===== src/rtl/tile_pkg.sv =====
// tile_pkg: shared types for the tile loop sequencer.
package tile_pkg;
  localparam int DEF_CH_W = 7;
  localparam int DEF_PIX_W = 32;
  typedef enum logic [1:0] {PW = 2'd0, DW = 2'd1, STD = 2'd2, LIN = 2'd3} layer_e;
  typedef enum logic [2:0] {IDLE, CHECK, EMIT, STEP, FINISH} state_e;
  typedef struct packed {
    logic [DEF_CH_W-1:0] d_base;
    logic [DEF_CH_W-1:0] d_len;
    logic [DEF_CH_W-1:0] k_base;
    logic [DEF_CH_W-1:0] k_len;
    logic [DEF_PIX_W-1:0] n_base;
    logic [DEF_PIX_W-1:0] n_len;
    logic first_d;
    logic last_d;
  } tile_desc_t;
endpackage


===== src/rtl/tile_axis_cnt.sv =====
// tile_axis_cnt: one loop axis with base register, remainder length and wrap flag.
module tile_axis_cnt #(
  parameter int W = 7
) (
  input  logic         clk,
  input  logic         rst,
  input  logic         clr,
  input  logic         inc,
  input  logic [W-1:0] total,
  input  logic [W-1:0] tile,
  output logic [W-1:0] base,
  output logic [W-1:0] len,
  output logic         wrap
);
  logic [W:0] nxt, rem;
  // one extra bit so base+tile never overflows
  assign nxt  = {1'b0, base} + {1'b0, tile};
  assign rem  = {1'b0, total} - {1'b0, base};
  assign wrap = nxt >= {1'b0, total};
  assign len  = ({1'b0, tile} < rem) ? tile : rem[W-1:0];
  always_ff @(posedge clk) begin
    if (rst || clr) base <= '0;
    else if (inc) base <= wrap ? '0 : nxt[W-1:0];
  end
endmodule


===== src/rtl/tile_loop_ctrl.sv =====
// tile_loop_ctrl: walks k/n/d tile loops and issues one descriptor per step.
module tile_loop_ctrl
  import tile_pkg::*;
#(
  parameter int CH_W = DEF_CH_W,
  parameter int PIX_W = DEF_PIX_W
) (
  input  logic             clk,
  input  logic             rst,
  input  logic             start,
  input  logic [1:0]       layer_type,
  input  logic [CH_W-1:0]  in_C,
  input  logic [CH_W-1:0]  out_C,
  input  logic [PIX_W-1:0] num_pix,
  input  logic [CH_W-1:0]  tile_D,
  input  logic [CH_W-1:0]  tile_K,
  input  logic [PIX_W-1:0] tile_n,
  output logic             desc_valid,
  input  logic             desc_ready,
  output logic [CH_W-1:0]  d_base,
  output logic [CH_W-1:0]  d_len,
  output logic [CH_W-1:0]  k_base,
  output logic [CH_W-1:0]  k_len,
  output logic [PIX_W-1:0] n_base,
  output logic [PIX_W-1:0] n_len,
  output logic             first_d,
  output logic             last_d,
  output logic             busy,
  output logic             done,
  output logic             cfg_err
);
  state_e state;
  layer_e lt;
  logic [CH_W-1:0] in_c_q, out_c_q, tile_d_q, tile_k_q, kb, kl, db, dl;
  logic [PIX_W-1:0] num_pix_q, tile_n_q, nb, nl;
  logic kw, nw, dw_wrap, fin, hs, clr, is_dw, cd, illegal;
  tile_desc_t desc, nd;
  assign hs = state == EMIT && desc_ready;
  assign clr = state == IDLE && start;
  assign is_dw = lt == DW;
  assign cd = is_dw || dw_wrap;
  assign illegal = tile_n_q == '0 || tile_d_q == '0 || tile_k_q == '0 || num_pix_q == '0 ||
                   out_c_q == '0 || (!is_dw && in_c_q == '0) || tile_k_q > out_c_q ||
                   (!is_dw && tile_d_q > in_c_q);
  // counters advance on the handshake so STEP already sees the next tile
  tile_axis_cnt #(.W(CH_W)) u_k (
    .clk(clk), .rst(rst), .clr(clr), .inc(hs && cd && nw), .total(out_c_q), .tile(tile_k_q),
    .base(kb), .len(kl), .wrap(kw)
  );
  tile_axis_cnt #(.W(PIX_W)) u_n (
    .clk(clk), .rst(rst), .clr(clr), .inc(hs && cd), .total(num_pix_q), .tile(tile_n_q),
    .base(nb), .len(nl), .wrap(nw)
  );
  tile_axis_cnt #(.W(CH_W)) u_d (
    .clk(clk), .rst(rst), .clr(clr), .inc(hs), .total(in_c_q), .tile(tile_d_q),
    .base(db), .len(dl), .wrap(dw_wrap)
  );
  always_comb begin
    nd.k_base = kb;
    nd.k_len = kl;
    nd.n_base = nb;
    nd.n_len = nl;
    nd.d_base = is_dw ? kb : db;
    nd.d_len = is_dw ? kl : dl;
    nd.first_d = is_dw || db == '0;
    nd.last_d = is_dw || ({1'b0, db} + {1'b0, dl} == {1'b0, in_c_q});
  end
  always_ff @(posedge clk) begin
    if (rst) begin
      state <= IDLE;
      lt <= PW;
      {in_c_q, out_c_q, tile_d_q, tile_k_q, num_pix_q, tile_n_q} <= '0;
      desc <= '0;
      {desc_valid, busy, done, cfg_err, fin} <= '0;
    end else begin
      unique case (state)
        IDLE: begin
          done <= 1'b0;
          if (start) begin
            lt <= layer_e'(layer_type);
            {in_c_q, out_c_q, tile_d_q, tile_k_q} <= {in_C, out_C, tile_D, tile_K};
            {num_pix_q, tile_n_q} <= {num_pix, tile_n};
            cfg_err <= 1'b0;
            busy <= 1'b1;
            state <= CHECK;
          end
        end
        CHECK: begin
          if (illegal) begin
            cfg_err <= 1'b1;
            busy <= 1'b0;
            done <= 1'b1;
            state <= FINISH;
          end else begin
            desc <= nd;
            desc_valid <= 1'b1;
            state <= EMIT;
          end
        end
        EMIT: begin
          if (desc_ready) begin
            desc_valid <= 1'b0;
            fin <= cd && nw && kw;
            state <= STEP;
          end
        end
        STEP: begin
          if (fin) begin
            busy <= 1'b0;
            done <= 1'b1;
            state <= FINISH;
          end else begin
            desc <= nd;
            desc_valid <= 1'b1;
            state <= EMIT;
          end
        end
        FINISH: begin
          done <= 1'b0;
          state <= IDLE;
        end
        default: state <= IDLE;
      endcase
    end
  end
  assign d_base = desc.d_base;
  assign d_len = desc.d_len;
  assign k_base = desc.k_base;
  assign k_len = desc.k_len;
  assign n_base = desc.n_base;
  assign n_len = desc.n_len;
  assign first_d = desc.first_d;
  assign last_d = desc.last_d;
endmodule


===== config.mk =====
export PLATFORM = sky130hd
export DESIGN_NAME = tile_loop_ctrl
export DESIGN_NICKNAME = d
export VERILOG_FILES = /design/src/rtl/tile_pkg.sv /design/src/rtl/tile_axis_cnt.sv /design/src/rtl/tile_loop_ctrl.sv
export SDC_FILE = /design/constraint.sdc
export NUM_CORES = 1
export LEC_CHECK = 0
export CAP_MARGIN = 20
export CORE_MARGIN = 2
export CORE_UTILIZATION = 55
export DETAILED_ROUTE_END_ITERATION = 16
export MAX_ROUTING_LAYER = met4
export PLACE_DENSITY = 0.77
export SYNTH_ARGS = -nofsm -noshare
export SYNTH_HDL_FRONTEND = slang
export SYNTH_SLANG_ARGS = --single-unit
export TNS_END_PERCENT = 5

===== constraint.sdc =====
create_clock -name clk -period 5.2 [get_ports clk]
set_clock_uncertainty 0.1 [all_clocks]
set_input_delay 0.52 -clock clk [delete_from_list [all_inputs] [get_ports clk]]
set_output_delay 0.52 -clock clk [all_outputs]
set_load 0.05 [all_outputs]

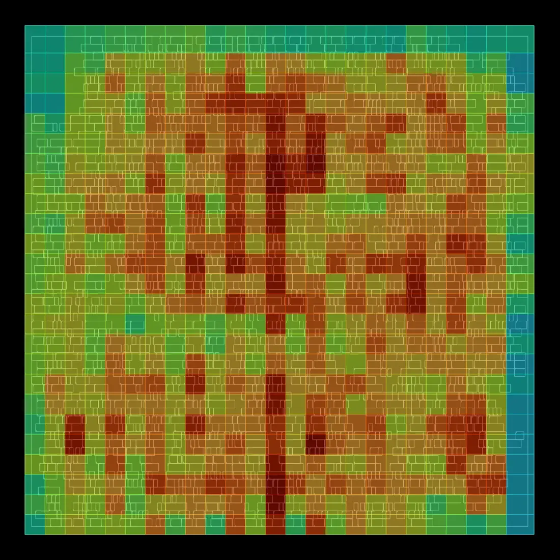
Fig. 1. Routing congestion map (run 1).
met3 GRT Util: 4.90%
per-cell routed wire length: 19.8 um
met2 layer usage reported by global route: 49.6%
overall routing resource usage: 32.7%

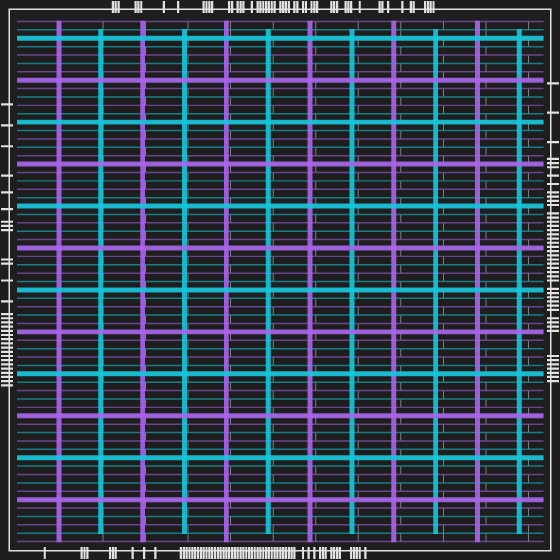
Fig. 2. Power grid (run 1).
Pins as bars on the die edge. Tap cells in grey.
legend:
  cyan:
    net: VDD
  purple:
    net: VSS
met1 rails: 63
met4 straps: 12
met5 straps: 12
width of the die: 175 um
chip height: 175 um
core region area: 28800 um2
maximum VDD drop: 206 uV

==> results.json, run 1 <==
{
  "yosysSeqAreaShare_pct": 30.1,
  "finalNetCount": 2467,
  "final_layout_size_suffix_gt1_share_pct": 8.99,
  "drt.antenna.violating_nets": 0,
  "antenna_violations_before_repair": 1,
  "yosys.cell_types.count": 74,
  "crit_arrival_ns": 5.45,
  "worst_hold_path_type": "flop to flop",
  "clock_insertion_delay_worst_skew_ns": 0.56,
  "firstDrtPassIters": 6,
  "post_cts_buffers": 2,
  "syn_inst": 1945,
  "outcome": "complete, no violations",
  "synth_warnings": 0,
  "synth-seq-cells": 242,
  "setup_viol_count_final": 0,
  "setup_total_negative_slack_ns": 0,
  "postCtsResizedCells": 5,
  "ys_chip_area_um2": 16100,
  "rsz_0062_raised_after_global_routing": "yes",
  "report.final.hold_viol_count": 0,
  "most_used_dff_post_synth": "sky130_fd_sc_hd__dfxtp_1",
  "drc": 0,
  "synth.largest_area_cell": "sky130_fd_sc_hd__dfxtp_1",
  "cp_max_fo": 8,
  "gpl.final_weighted_congestion": 0.943,
  "via_count_of_the_first_global_routing_pass": 14510,
  "clkSinkCount": 242,
  "port-buffer-count": 195,
  "synth.net_count": 2253,
  "synth_top_area_share_pct": 30.1,
  "stage_log_warnings": 29,
  "grt.busiest_layer": "met2",
  "fp-row-count": 62,
  "syn_to_final_growth_pct": 23.9,
  "final.period_utilization_pct": 98.2,
  "yosys.cell_count.top_type": "sky130_fd_sc_hd__nand2_1",
  "synth.top_cells.by_area": "sky130_fd_sc_hd__dfxtp_1, sky130_fd_sc_hd__ha_1, sky130_fd_sc_hd__a21oi_1",
  "tritoncts": "done",
  "ys_async_rst_share_pct": 0,
  "syn-cell-area_um2": 16100,
  "grt_max_degree": 97,
  "met2_length_um": 22300,
  "enable_flop_cells": 0,
  "synth.avg_cell_area_um2": 8.28,
  "critPathKind": "flop to flop",
  "setup.worst_path.start_class": "flop",
  "first_pass_grt_wire_length_um": 78100,
  "synth.cells.most_frequent": "sky130_fd_sc_hd__nand2_1, sky130_fd_sc_hd__dfxtp_1, sky130_fd_sc_hd__a21oi_1",
  "clock_slew_at_the_register_clock_pins_of_the_worst_setup_and_hold_paths_ns": 0.06,
  "worst_pin_slew_ns": 1.13,
  "req_time_crit_path_ns": 5.54,
  "layout.filler_cells": 2357,
  "initCoreUtil_pct": 55.9,
  "leak_pwr_nw": 8.15,
  "vias_per_cell": 5.98,
  "floorplan.io_pins": 196,
  "clock_tree.buffer_depth": 3,
  "max-cap-violations": 0,
  "drt-initial-drc-count": 1299,
  "end_kind": "flop",
  "layout_top_cells_excl_fill_tap": "sky130_fd_sc_hd__nand2_1, sky130_fd_sc_hd__dfxtp_1, sky130_fd_sc_hd__a21oi_1, sky130_fd_sc_hd__ha_1, sky130_fd_sc_hd__clkdlybuf4s50_1",
  "period_minus_slack_ns": 5.11,
  "clock.fmax_mhz": 196,
  "post-dp-hpwl_um": 37500,
  "report.final.slew_viol_count": 0,
  "relSlewSlack_pct": 24.9,
  "grt_remaining_overflow": 0,
  "top_signal_layer_used": "met4",
  "chip_area_um2": 30700,
  "synth-cells-yosys": 1945,
  "final_common_cell": "sky130_fd_sc_hd__nand2_1",
  "cts_htree_levels": 1
}
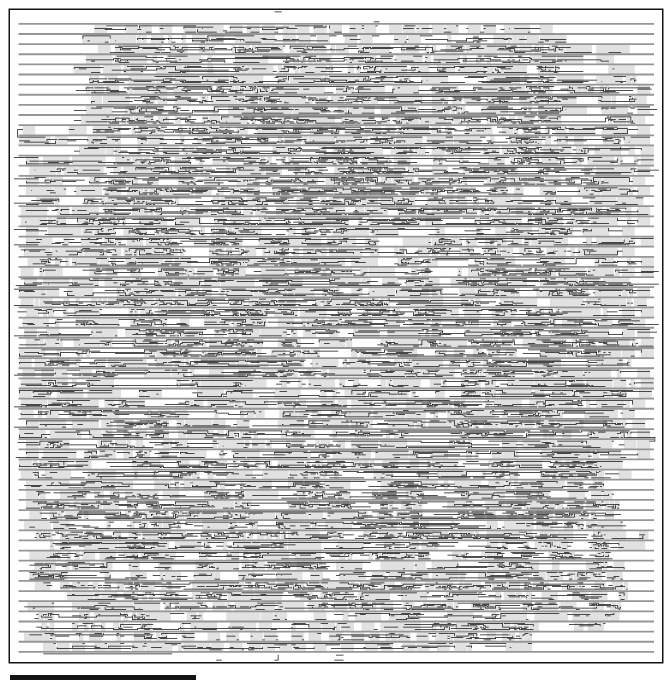
Fig. 3. Metal 1 (run 1).
The bar under the picture is 50 um long. Supply wires on this layer in grey.
nets with wire on the layer: 2320
wire length on this layer: 22.8 mm
final wirelength: 50700 um
M1 GR Usage: 45.0%
overall via count from detail_route: 15336

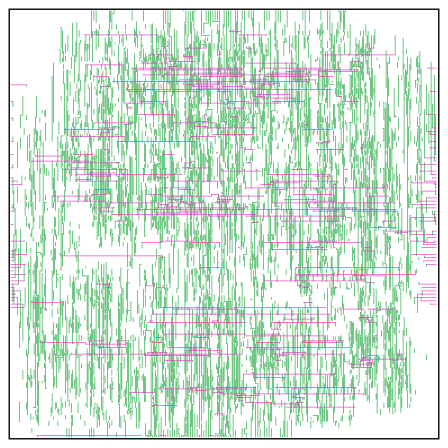
Fig. 4. Metal layers overlaid (run 1).
Two of the layers only.
legend:
  green:
    layer: metal 2
    wire_length: 22.3 mm
  magenta:
    layer: metal 3
    wire_length: 4030 um

==> run 1: where the power goes <==
| group | internal (mW) | switching, mW |
|---|---|---|
| Combinational | 0.738 | 0.961 |
| Sequential | 1.92 | 0.101 |
| Clock | 1.19 | 0.810 |
==> run 1: flip-flops by register name, indices dropped and copies added, names as in the netlist, 32 cells and up <==
register / cells
n_base: 32
tile_n_q: 32
n_len: 32
u_n.base: 32
num_pix_q: 32
==> run 1: worst max-delay path, cell delays in order, from the launching register on <==
cell and delay [ns]:
sky130_fd_sc_hd__dfxtp_1 0.34, sky130_fd_sc_hd__inv_1 0.07, sky130_fd_sc_hd__ha_1 0.16, sky130_fd_sc_hd__inv_1 0.06, sky130_fd_sc_hd__fa_2 0.41, sky130_fd_sc_hd__a211oi_4 0.30
sky130_fd_sc_hd__nor4_4 0.08, sky130_fd_sc_hd__nor3_2 0.15, sky130_fd_sc_hd__o21bai_1 0.16, sky130_fd_sc_hd__a211oi_2 0.27, sky130_fd_sc_hd__xor2_1 0.23, sky130_fd_sc_hd__ha_1 0.28
sky130_fd_sc_hd__a21o_1 0.19, sky130_fd_sc_hd__a21o_1 0.17, sky130_fd_sc_hd__a211oi_1 0.24, sky130_fd_sc_hd__o21bai_1 0.12, sky130_fd_sc_hd__a21o_1 0.21, sky130_fd_sc_hd__a221oi_4 0.31
sky130_fd_sc_hd__o31a_1 0.23, sky130_fd_sc_hd__a211oi_4 0.07, sky130_fd_sc_hd__buf_12 0.18, sky130_fd_sc_hd__buf_6 0.13, sky130_fd_sc_hd__or2_2 0.27, sky130_fd_sc_hd__a32o_1 0.26
==> run 1: cells by family (layout without fill, tap and decap cells) <==
kind of cell               Yosys count  after routing  synth area share (%)
buffers and inverters              227            463                  5.75
adders and majority gates          210            210                  16.6
and+or+nand+nor                    579            579                  16.2
DFF                                242            242                  30.1
xor gates and xnor gates            86             86                  4.68
AOI/OAI and AO/OA                  536            536                  22.5
other                                0              1                     0
muxes                               65             65                  4.12
==> run 1: worst paths after layout <==
path,from,endpoint,slack (ns),depth (start not counted)
worst max-delay path,num_pix_q[0],n_len[2],0.09,23
worst min-delay path,lt[1],lt[1],0.37,2
worst max register to register,num_pix_q[0],n_len[2],0.09,23
worst min register to register,lt[1],lt[1],0.37,2
==> run 1: stage by stage <==
stage	std cells	instance area, um2	setup WS (ns)	hold WS, ns	utilization (%)
after floorplan	1945	16100	0.431	0.345	-
after global placement	2497	18600	-0.0448	0.354	64.7
after detailed placement	2497	18600	-0.151	0.355	64.7
after CTS	2551	19600	-0.0282	0.369	68.0
after global routing	2566	20000	-0.0960	0.395	69.3
final	2566	20000	0.0938	0.367	69.3
==> run 1: layout make-up <==
cell class | count | area (um2) | area share (%)
Multi-Input combinational cell | 1476 | 10500 | 52.8
Sequential cell | 242 | 4860 | 24.3
Timing Repair Buffer | 264 | 2600 | 13.0
Clock buffer | 40 | 817 | 4.09
Inverter | 147 | 552 | 2.77
Tap cell | 384 | 480 | 2.41
Clock inverter | 12 | 115 | 0.577
Antenna cell | 1 | 2.50 | 0.0125
--- run 2 (diff from run 1) ---
- REMOVE_ABC_BUFFERS: unset -> 1
- SLEW_MARGIN: unset -> 20
==> results.json, run 2 <==
{
  "outcome": "complete, no violations",
  "finalNetCount": 2468,
  "synth.top_cells.by_area": "sky130_fd_sc_hd__dfxtp_1, sky130_fd_sc_hd__ha_1, sky130_fd_sc_hd__a21oi_1",
  "dieWidth_um": 175,
  "dr_total_vias": 15116,
  "end_kind": "flop",
  "post-dp-hpwl_um": 35600,
  "report.final.hold_viol_count": 0,
  "clock_slew_at_the_register_clock_pins_of_the_worst_setup_and_hold_paths_ns": 0.06,
  "worst-path-buf-inv": 4,
  "setup.worst_path.start_class": "flop",
  "post_drt_wl_per_cell_um": 19.0,
  "syn-cell-area_um2": 16100,
  "antenna_violations_before_repair": 0,
  "fp-row-count": 62,
  "syn_inst": 1945,
  "port-buffer-count": 195,
  "critPathTopFamily": "AND-OR/OR-AND gates",
  "drc": 0,
  "drt.antenna.violating_nets": 0,
  "firstDrtPassIters": 5,
  "clkSinkCount": 242,
  "simple_gate_share_pct": 16.2,
  "leak_pwr_nw": 8.14,
  "irDropWorstVdd_uv": 252,
  "stage_log_warnings": 26,
  "vias_per_cell": 5.90,
  "final.period_utilization_pct": 96.9,
  "crit_arrival_ns": 5.38,
  "gpl.final_weighted_congestion": 0.954,
  "crit_slowest_cell": "sky130_fd_sc_hd__o311ai_2",
  "synth-cells-yosys": 1945,
  "period_minus_slack_ns": 5.04,
  "layout_top_cells_excl_fill_tap": "sky130_fd_sc_hd__nand2_1, sky130_fd_sc_hd__dfxtp_1, sky130_fd_sc_hd__ha_1",
  "clock_tree.buffer_depth": 3,
  "critPathKind": "flop to flop",
  "yosys.cell_count.top_type": "sky130_fd_sc_hd__nand2_1",
  "chip_area_um2": 30700,
  "cp_max_fo": 15,
  "req_time_crit_path_ns": 5.54,
  "antenna-diode-count": 0,
  "yosys.area_share.aoi_pct": 22.5,
  "ys_chip_area_um2": 16100,
  "cts_htree_levels": 1,
  "synthTopLogicFamily": "AND-OR/OR-AND gates",
  "tritoncts": "done",
  "first_pass_grt_wire_length_um": 76100,
  "syn_to_final_growth_pct": 23.5,
  "yosysSeqAreaShare_pct": 30.1,
  "initCoreUtil_pct": 55.9,
  "synth_adder_area_share_pct": 16.6,
  "floorplan.io_pins": 196,
  "clock_insertion_delay_worst_skew_ns": 0.57,
  "report.final.slew_viol_count": 0,
  "max-cap-violations": 0,
  "ys_async_rst_share_pct": 0
}
## run 2: cell count changes in the layout (fill, tap and decap cells not counted), moves of 3 or more
cell and delta:
sky130_fd_sc_hd__ha_1 +3, sky130_fd_sc_hd__clkbuf_16 -3, sky130_fd_sc_hd__clkinv_2 -3, sky130_fd_sc_hd__a21oi_2 -3, sky130_fd_sc_hd__buf_4 +6, sky130_fd_sc_hd__buf_6 -4
## run 2: path summary, 6_finish.rpt
check | slack (ns) | endpoint | from | depth (start not counted)
max | 0.16 | n_len[17] | u_n.base[12] | 22
min | 0.38 | lt[0] | lt[0] | 2
max reg2reg | 0.16 | n_len[17] | u_n.base[12] | 22
min reg2reg | 0.38 | lt[0] | lt[0] | 2
## run 2: final cells by class
cell class / count / area, um2
Timing Repair Buffer: 265 / 2590
Sequential cell: 242 / 4860
Clock buffer: 40 / 785
Inverter: 147 / 552
Multi-Input combinational cell: 1477 / 10500
Tap cell: 384 / 480
Clock inverter: 9 / 124
Fill cell: 2381 / 8900
## run 2: layer usage
layer | global-route usage, % | share of wire, %
met2 | 53.8 | 48
met4 | 10.5 | 3.6
met5 | - | 0
met3 | 3.22 | 5.6
met1 | 38.9 | 42
## run 2: metrics by stage
stage                     util, %  setup TNS [ns]  setup WS [ns]  cell area (um2)  std cells
after floorplan                 -          -17.74         -0.577            15700       1865
after global placement       64.3               0          0.170            18500       2481
after detailed placement     64.3               0         0.0397            18500       2481
after CTS                    67.5               0         0.0253            19400       2530
after global routing         69.1          -0.635        -0.0700            19900       2564
final                        69.1               0          0.160            19900       2564
## run 2: power by group
group	switching (mW)	internal, mW
sequential	0.0985	1.92
clock	0.809	1.19
combinational	0.946	0.753
## run 2: repair_timing
| action | in CTS | in global routing |
|---|---|---|
| setup endpoints to repair | 1 | 73 |
| pin swaps | 0 | 38 |
| endpoints found under the hold margin | 0 | 0 |
| setup buffers | 0 | 30 |
| gates cloned | 0 | 3 |
| resized | 1 | 40 |
## run 2: logic make-up after synthesis
family                     Yosys count
AOI/OAI and AO/OA                  536
xor gates and xnor gates            86
adders and majority gates          210
buffers and inverters              227
DFF                                242
muxes                               65
and+or+nand+nor                    579
## run 2: tightest hold or removal path: stages (launching register included)
cell	delay, ns
sky130_fd_sc_hd__dfxtp_1	0.32
sky130_fd_sc_hd__nand2_1	0.06
sky130_fd_sc_hd__a21oi_1	0.06
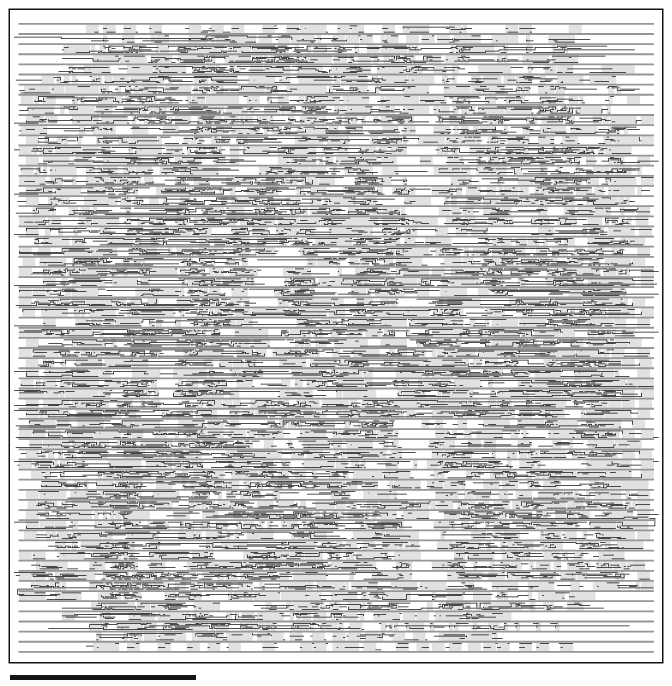
Fig. 5. Metal 1 (run 2).
The bar under the picture is 50 um long. Supply wires on this layer in grey.
longest straight run: 43.2 um
nets with wire on the layer: 2326
main direction: horizontal
share of all routed wire: 42%

--- run 3 (diff from run 2) ---
- CAP_MARGIN: 20 -> unset
- CORE_MARGIN: 2 -> 5
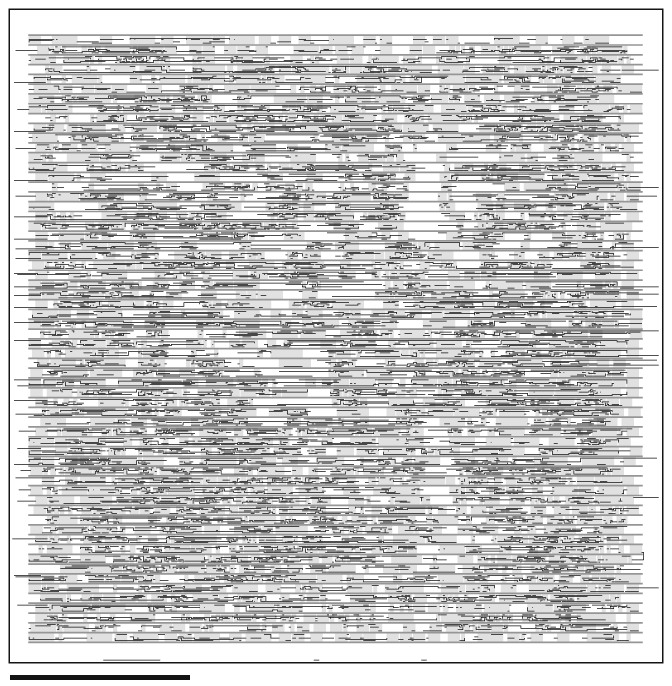
Fig. 6. Metal 1 (run 3).
The bar under the picture is 50 um long. Supply wires on this layer in grey.
longest straight run: 47.8 um
share of all routed wire: 43%
wire length on this layer: 21.5 mm
main direction: horizontal
nets with wire on the layer: 2351

==> results.json, run 3 <==
{
  "outcome": "complete, no violations",
  "clock_tree.buffer_depth": 3,
  "finish.cell_count_without_fillers": 2593,
  "clock_insertion_delay_worst_skew_ns": 0.55,
  "grt.busiest_layer": "met2",
  "first_pass_grt_wire_length_um": 77200,
  "synth.largest_area_cell": "sky130_fd_sc_hd__dfxtp_1",
  "setup.worst_path.end": "n_len[7]",
  "clkSinkCount": 242,
  "relSlewSlack_pct": 20.8,
  "via_count_of_the_first_global_routing_pass": 14394,
  "cp_max_fo": 9,
  "chip_area_um2": 32800,
  "port-buffer-count": 195,
  "worst_pin_slew_ns": 1.19,
  "synth-seq-cells": 242,
  "report.final.hold_viol_count": 0,
  "initCoreUtil_pct": 55.9,
  "clock.fmax_mhz": 198,
  "drt.antenna.violating_nets": 0,
  "whs_ns": 0.382,
  "synth-cells-yosys": 1945,
  "fp-row-count": 62,
  "critPathKind": "flop to flop",
  "grt_util_met1_pct": 36.5,
  "critical_path.startpoint": "num_pix_q[0]",
  "final_design_area_no_fill_um2": 20100,
  "syn_inst": 1945,
  "crit-reg2reg-capture": "n_len[7]",
  "met2_usage_pct": 50.2,
  "post_drt_wl_per_cell_um": 19.4,
  "setup_total_negative_slack_ns": 0,
  "numPlacedInstances": 2509,
  "period_minus_slack_ns": 5.05,
  "yosysSeqAreaShare_pct": 30.1,
  "firstDrtPassIters": 5,
  "yosys.cell_types.count": 74,
  "req_time_crit_path_ns": 5.54,
  "timing.rr.start": "num_pix_q[0]",
  "vias_per_cell": 5.86,
  "cp_common_cell": "sky130_fd_sc_hd__a21o_1",
  "layout_top_cells_excl_fill_tap": "sky130_fd_sc_hd__nand2_1, sky130_fd_sc_hd__dfxtp_1, sky130_fd_sc_hd__ha_1",
  "most_used_dff_post_synth": "sky130_fd_sc_hd__dfxtp_1",
  "end_kind": "flop",
  "synth_warnings": 0,
  "irDropWorstVdd_uv": 240,
  "floorplan.io_pins": 196,
  "enable_flop_cells": 0,
  "grt_util_met3_pct": 3.52,
  "dr_total_vias": 15184,
  "tritoncts": "done",
  "final_layout_size_suffix_gt1_share_pct": 9.92,
  "setup.worst_path.start_class": "flop",
  "ff2ff_path_depth": 23,
  "post-dp-hpwl_um": 37200,
  "worst_hold_path_type": "flop to flop",
  "finalNetCount": 2495,
  "cpPeakStageDelay_ns": 0.41,
  "dieWidth_um": 181,
  "setup_viol_count_final": 0,
  "max-cap-violations": 0,
  "stage_log_warnings": 27,
  "final_common_cell": "sky130_fd_sc_hd__nand2_1",
  "final.period_utilization_pct": 97.2
}
run 3: cell types whose count changed in the layout (fill, tap and decap cells not counted), sizes merged:
| cell | change |
|---|---|
| buf | +27 |
| clkbuf | +5 |
| bufinv | -2 |
| diode | +1 |
| clkinv | -2 |
run 3: layout make-up:
cell class              instances  area (um2)
multi-input cells            1477       10500
fillers                      2375        8680
flip-flops and latches        242        4850
repair buffers                292        2760
clock buffers                  45         863
inverters                     147         552
well taps                     384         480
clock inverters                 5        57.6
diodes                          1        2.50
run 3: how the worst min path moves through the flow:
| stage | startpoint | to | slack (ns) | cells after the start |
|---|---|---|---|---|
| after floorplan | lt[1] | lt[1] | 0.34 | 2 |
| after global placement | lt[0] | lt[0] | 0.35 | 2 |
| after detailed placement | n_len[31] | n_len[31] | 0.37 | 2 |
| after CTS | lt[1] | lt[1] | 0.38 | 2 |
| after global routing | n_len[31] | n_len[31] | 0.40 | 2 |
| final | num_pix_q[0] | num_pix_q[0] | 0.38 | 2 |
run 3: timing repair:
action / CTS / global route
endpoints found under the setup margin: 21 / 71
pin swaps: 1 / 33
buffers inserted: 1 / 29
cloned: 0 / 3
resized: 3 / 44
run 3: kinds of logic after synthesis:
kind of cell / synth area share, %
mux: 4.12
simple gates: 16.2
fa+ha+maj: 16.6
flops: 30.1
compound gates: 22.5
buf+inv: 5.75
xor+xnor: 4.68
run 3: per-layer routing:
| layer | vias to the layer above | part of all wire, % |
|---|---|---|
| met2 | 459 | 49 |
| met1 | 7235 | 43 |
| li1 | 7405 | - |
| met4 | 0 | 3.0 |
| met5 | - | 0 |
| met3 | 85 | 5.3 |
run 3: power breakdown:
group | switching [mW] | internal (mW)
registers | 0.0860 | 1.92
logic | 0.987 | 0.764
clock network | 0.793 | 1.17
run 3: critical path: cells and delay by family (launching register included):
kind | cells | cell delay, ns
AND-OR/OR-AND | 12 | 2.44
XOR/XNOR | 1 | 0.22
adder cells (fa/ha/maj) | 3 | 0.84
buffers and inverters | 4 | 0.43
flip-flops | 1 | 0.33
AND/OR/NAND/NOR | 3 | 0.55
run 3: stage by stage:
step / setup slack (ns) / utilization [%]
finish: 0.147 / 69.9
global route: -0.0839 / 69.9
CTS: 0.0197 / 68.2
detailed placement: -0.0428 / 65.0
global placement: -0.0154 / 65.0
floorplan: -0.577 / -
Power figures rest on the tool's default switching activity, not on a simulated workload.
